**Clock nets**

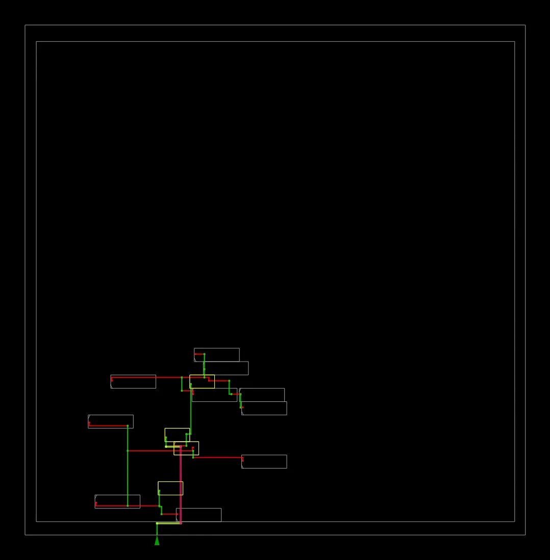
**Cell classes on the final placement**

Scale: 6 px per um.
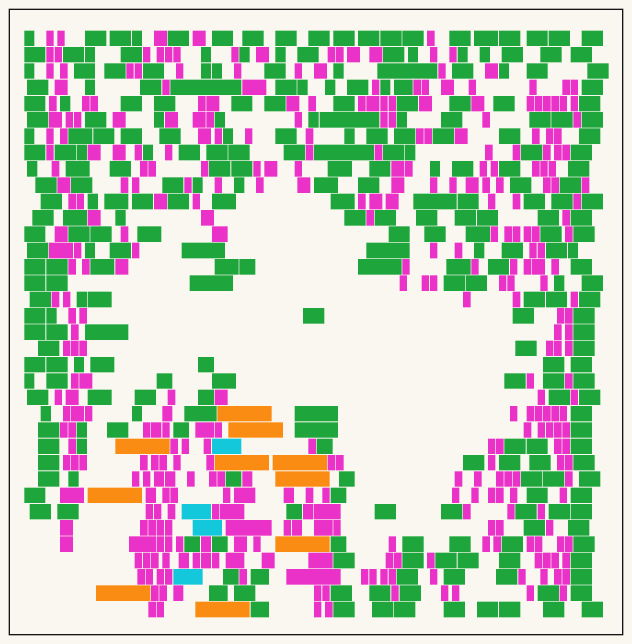
**Close-up of the layout**

Window x 52 to 102, y 53 to 103 um. Cells in gray, sequential cells in the stronger gray; small squares are vias.
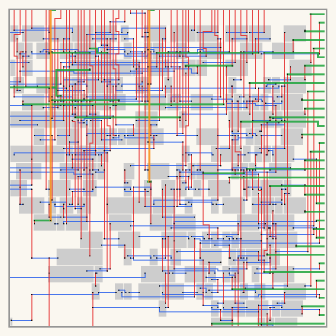
**Pin map**

Scale: 4 px per um. Pins as bars across the die edge, other pins in gray.
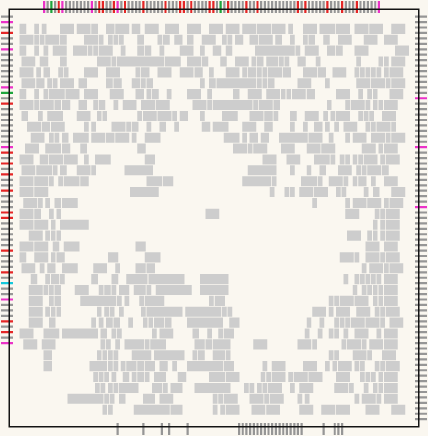
**The metal 3 layer**

Scale: 4 px per um.
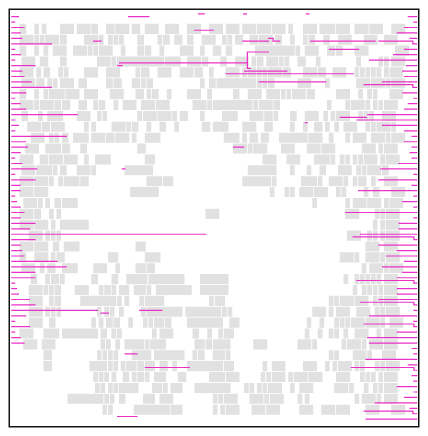
### src/rtl/ram_arbiter.sv
`timescale 1ns/1ps
// ram_arbiter: shares one RAM port between m0 (priority) and m1 (starvation guard + lockable bursts)
module ram_arbiter #(
  parameter int ADDR_WIDTH = 14,
  parameter int DATA_WIDTH = 32,
  parameter int TYPE_WIDTH = 3,
  parameter int MAX_WAIT   = 4,
  parameter int BURST_MAX  = 8
) (
  input  logic                  clock,
  input  logic                  reset,
  input  logic                  m0_req,
  input  logic                  m0_we,
  input  logic [ADDR_WIDTH-1:0] m0_addr,
  input  logic [TYPE_WIDTH-1:0] m0_type,
  input  logic [DATA_WIDTH-1:0] m0_wdata,
  output logic                  m0_gnt,
  output logic                  m0_rvalid,
  output logic [DATA_WIDTH-1:0] m0_rdata,
  input  logic                  m1_req,
  input  logic                  m1_we,
  input  logic [ADDR_WIDTH-1:0] m1_addr,
  input  logic [TYPE_WIDTH-1:0] m1_type,
  input  logic [DATA_WIDTH-1:0] m1_wdata,
  input  logic                  m1_lock,
  output logic                  m1_gnt,
  output logic                  m1_rvalid,
  output logic [DATA_WIDTH-1:0] m1_rdata,
  output logic [ADDR_WIDTH-1:0] ram_addr,
  output logic                  ram_wen,
  output logic [TYPE_WIDTH-1:0] ram_type,
  output logic [DATA_WIDTH-1:0] ram_wdata,
  input  logic [DATA_WIDTH-1:0] ram_rdata
);
  localparam int WW = $clog2(MAX_WAIT + 1);
  localparam int BW = $clog2(BURST_MAX + 1);
  typedef enum logic {ARB, BURST} state_t;
  state_t state_q, state_d;
  logic [WW-1:0] wait_cnt_q, wait_cnt_d;
  logic [BW-1:0] burst_cnt_q, burst_cnt_d;
  logic rv0_q, rv0_d, rv1_q, rv1_d;
  logic gnt0, gnt1;
  // grant decision, burst tracking, starvation counter and read-owner capture
  always_comb begin
    state_d = state_q;
    burst_cnt_d = burst_cnt_q;
    gnt0 = 1'b0;
    gnt1 = 1'b0;
    if (state_q == ARB) begin
      gnt1 = m1_req && (!m0_req || wait_cnt_q == WW'(MAX_WAIT));
      gnt0 = m0_req && !gnt1;
      if (gnt1 && m1_lock && BURST_MAX > 1) begin
        state_d = BURST;
        burst_cnt_d = BW'(1);
      end
    end else begin
      gnt1 = m1_req;
      burst_cnt_d = gnt1 ? burst_cnt_q + BW'(1) : burst_cnt_q;
      if (!m1_lock || !m1_req || burst_cnt_d == BW'(BURST_MAX)) begin
        state_d = ARB;
        burst_cnt_d = '0;
      end
    end
    gnt0 = gnt0 && !reset;
    gnt1 = gnt1 && !reset;
    wait_cnt_d = (gnt1 || !m1_req) ? '0 : (wait_cnt_q == WW'(MAX_WAIT)) ? wait_cnt_q : wait_cnt_q + WW'(1);
    rv0_d = gnt0 && !m0_we;
    rv1_d = gnt1 && !m1_we;
  end
  // state registers; reset drops any in-flight read and abandons a burst
  always_ff @(posedge clock or posedge reset) begin
    if (reset) begin
      state_q <= ARB;
      wait_cnt_q <= '0;
      burst_cnt_q <= '0;
      rv0_q <= 1'b0;
      rv1_q <= 1'b0;
    end else begin
      state_q <= state_d;
      wait_cnt_q <= wait_cnt_d;
      burst_cnt_q <= burst_cnt_d;
      rv0_q <= rv0_d;
      rv1_q <= rv1_d;
    end
  end
  assign m0_gnt    = gnt0;
  assign m1_gnt    = gnt1;
  assign ram_addr  = gnt0 ? m0_addr  : gnt1 ? m1_addr  : '0;
  assign ram_type  = gnt0 ? m0_type  : gnt1 ? m1_type  : '0;
  assign ram_wdata = gnt0 ? m0_wdata : gnt1 ? m1_wdata : '0;
  assign ram_wen   = gnt0 ? m0_we    : gnt1 && m1_we;
  assign m0_rvalid = rv0_q;
  assign m1_rvalid = rv1_q;
  assign m0_rdata  = rv0_q ? ram_rdata : '0;
  assign m1_rdata  = rv1_q ? ram_rdata : '0;
endmodule

### config.mk
export PLATFORM = sky130hd
export DESIGN_NAME = ram_arbiter
export DESIGN_NICKNAME = d
export VERILOG_FILES = /design/src/rtl/ram_arbiter.sv
export SDC_FILE = /design/constraint.sdc
export NUM_CORES = 1
export LEC_CHECK = 0
export ABC_AREA = 1
export CORE_AREA = 2 2 100 102
export CTS_CLUSTER_SIZE = 8
export DETAILED_ROUTE_END_ITERATION = 16
export DIE_AREA = 0 0 102 104
export GPL_ROUTABILITY_DRIVEN = 0
export PLACE_DENSITY = 0.67
export SYNTH_ARGS = -nofsm -noshare
export SYNTH_HDL_FRONTEND = slang
export SYNTH_SLANG_ARGS = --single-unit
### constraint.sdc
create_clock -name clock -period 2.3 [get_ports clock]
set_clock_uncertainty 0.15 [all_clocks]
set_input_delay 0.46 -clock clock [delete_from_list [all_inputs] [get_ports clock]]
set_output_delay 0.46 -clock clock [all_outputs]
set_load 0.005 [all_outputs]
==> impl_metrics.yaml <==
# physical design summary
outcome:
  failed_checks: "setup timing"
  outcome: "complete, but fails checks"
worst_setup_path:
  crit_path_end_kind: "output port"
  path_depth: 10
  crit_slowest_cell: "dfrtp_1"
  cp.arrival_ns: 1.90
  reg2reg_from: "wait_cnt_q[0]$_DFFE_PP0P_"
  reg2reg_to: "m0_rvalid$_DFF_PP0_"
  crit_path_end: "ram_wdata[28]"
  worstSetupPathType: "reg2out"
  cp_max_fo: 6
  crit_chain: "inv_2, ha_4, nand2_4, o211ai_4, inv_4, buf_12, buf_12, nand2_2, nand2_1, clkdlybuf4s15_1"
  critPathRequiredTime_ns: 1.69
  cpPeakStageDelay_ns: 0.39
  r2r_setup_slack_ns: 0.69
  r2r_cells: 8
  crit_buf_inv: 5
  crit_top_cell: "buf_12"
  crit_path_start: "wait_cnt_q[0]$_DFFE_PP0P_"
  crit_family: "buffers and inverters"
  worstSetupStartpointType: "flop"
route:
  postRouteWirelength_um: 10200
  wl_met1_um: 3730
  antenna_left: 0
  vias: 3246
  wl_met3_um: 934
  viasPerCell: 4.05
  wl_per_cell_um: 12.7
  dr.pass1.iters: 4
  met2_length_um: 5400
  drc: 0
  drt_first_iter_violations: 99
  dr.max_layer_used: "met4"
yosys:
  mux_share_pct: 0
  aoi_share_pct: 3.33
  top_cell_area_share_pct: 47.1
  synth.area.top_cells: "nand2_1, inv_1, dfrtp_1"
  async_flop_share_pct: 100
  ys_warn_count: 0
  ys_ff: 10
  topCombFamilyByArea: "simple AND/OR/NAND/NOR gates"
  syn_nets: 522
  postSynthAreaPerCell_um2: 4.82
  top_cell: "nand2_1"
  ys_seq_share_pct: 13.6
  ys.flop_type: "dfrtp_1"
  ys_chip_area_um2: 1840
  syn_area_um2: 1840
  ys_types: 18
  syn_inst: 382
  simple_gate_share_pct: 55.5
  edf_count: 0
  synth_area_leader_cell: "nand2_1"
  synthTopCellsByCount: "nand2_1, inv_1, nor2_1"
  ys_cells: 382
  yosys.area_share.adder_pct: 2.04
clock_tree:
  holdBufCountCts: 0
  clock_path_buffers: 2
  clk_pin_slew_worst_paths_ns: 0.06
  cts_htree_levels: 1
  cts_root_buf: "clkbuf_8"
  cts_tree: "built"
  insertion_delay_ns: 0.24
  post_cts_buffers: 16
  cts_resized: 262
job:
  warnings: 29
  drv_cap: 0
power_and_ir_drop:
  powerDensity_nw_per_um2: 256
  p_leak_nw: 2.85
  power_frac_seq_pct: 16.7
  p_sw_w: 0.000416
  powerSeq_w: 0.000211
  comb_cell_power_w: 0.000828
  power.group.top: "combinational cells"
  swShare_pct: 32.9
  clk-power_w: 0.000226
  clkPwrFrac_pct: 17.8
  ir_worst_vdd_v: 0.000158
  pwr-share-comb_pct: 65.5
  internal-power_w: 0.000849
placement:
  dp_hpwl_um: 8160
  dp_worst_setup_slack_ns: -0.578
  portBuffers: 254
  placed_area_um2: 4620
grt:
  grt_use_met1_pct: 18.7
  grt_usage_pct: 17.9
  grt_first_pass_wirelength_um: 15400
  grt_pass1_vias: 3194
  met2_usage_pct: 36.5
  met3_usage_pct: 3.23
  top_usage_layer: "met2"
  grt_overflow: 0
  antenna_found_initial: 1
  grt_max_degree: 34
floorplan:
  num_rows: 36
  core_area_um2: 9550
  die_w_um: 102
  fp-utilization_pct: 19.3
  ios: 255
  die_h_um: 104
  die_area_um2: 10600
timing:
  fmax_mhz: 399
  max_slew_margin_pct: 72.3
  period_needed_ns: 2.51
  setup_violations: 47
  final_hold_viol_count: 0
  worst_pin_slew_ns: 0.415
  setup_ws_ns: -0.207
  rsz0062_at_grt: "yes"
  fin_tns_setup_ns: -5.04
  slew_viol_final: 0
  period_used_pct: 109
finish:
  inverters_excl_clock: 82
  buf_share_pct: 58.4
  largest_class: "buffers"
  seq_area_um2: 250
  final_core_util_pct: 51.7
  clkCellAreaFrac_pct: 1.11
  largest_reg_flops: 4
  nNetsFinal: 809
  drive_gt1_share_pct: 23.1
  comb_area_share_pct: 25.5
  diodes: 0
  n_all_buffers: 298
  area_delta_synth_final_pct: 168
  top_register: "burst_cnt_q"
  seqAreaFraction_pct: 5.07
  design.seq.count: 10
  design_area_um2: 4940
  logic_gate_count: 274
  logic_area_um2: 1260
  fillers: 991
  reg.largest.list: "burst_cnt_q (4), wait_cnt_q (3)"
Notes on 'clock nets' above:
CTS sink count: 10
Clock buffer cells: 4
cts bufs inserted: 3

Notes on 'cell classes on the final placement' above:
- magenta: all other logic (cells 356; share of their area 33%)
- green: other buffers and delay cells (cells 298; share of their area 60%)
- orange: flops (cells 10; share of their area 5.2%)
- cyan: clock drivers and dummy loads (cells 4; share of their area 1.2%)

Notes on 'close-up of the layout' above:
- red: met2
- orange: met4
- green: met3
- blue: met1
- cells with their middle in the window: 192
- sequential cells in the window: 0
- most frequent: clkdlybuf4s50_1 (68), nand2_1 (57), inv_1 (25)

Notes on 'pin map' above:
- cyan: `m1_we` (pins 1; direction input; edge west)
- magenta: `m0_addr` (pins 14; direction input; edge 6 west, 5 north, 3 east)
- red: `m1_wdata` (pins 32; direction input; edge 20 north, 12 west)
- green: `m0_type` (pins 3; direction input; edge 2 north, 1 west)

Notes on 'the metal 3 layer' above:
- wire length on this layer: 934 um
- main direction: horizontal
- longest straight run: 48.5 um

[through the flow]
stage	hold slack (ns)	total power, W	cells
final	0.247	0.00127	801
after floorplan	0.150	0.000453	382
after CTS	0.260	0.00126	798
after global placement	0.346	0.000962	773
after global routing	0.295	0.00135	801
after detailed placement	0.344	0.000975	773
[cell usage in the layout, fill, tap and decap left out, drive strengths merged]
cell | synthesis | final
dlygate4sd2 | 0 | 4
inv | 81 | 81
ha | 3 | 3
clkdlybuf4s15 | 0 | 2
clkbuf | 6 | 4
o211ai | 1 | 1
clkinvlp | 0 | 1
nand2 | 242 | 242
nor2 | 13 | 13
xnor2 | 1 | 1
nand3 | 5 | 5
dfrtp | 10 | 10
o21ai | 3 | 3
nor3 | 1 | 1
a21oi | 5 | 5
bufbuf | 0 | 1
clkdlybuf4s50 | 0 | 199
buf | 11 | 92
Power figures rest on the tool's default switching activity, not on a simulated workload.
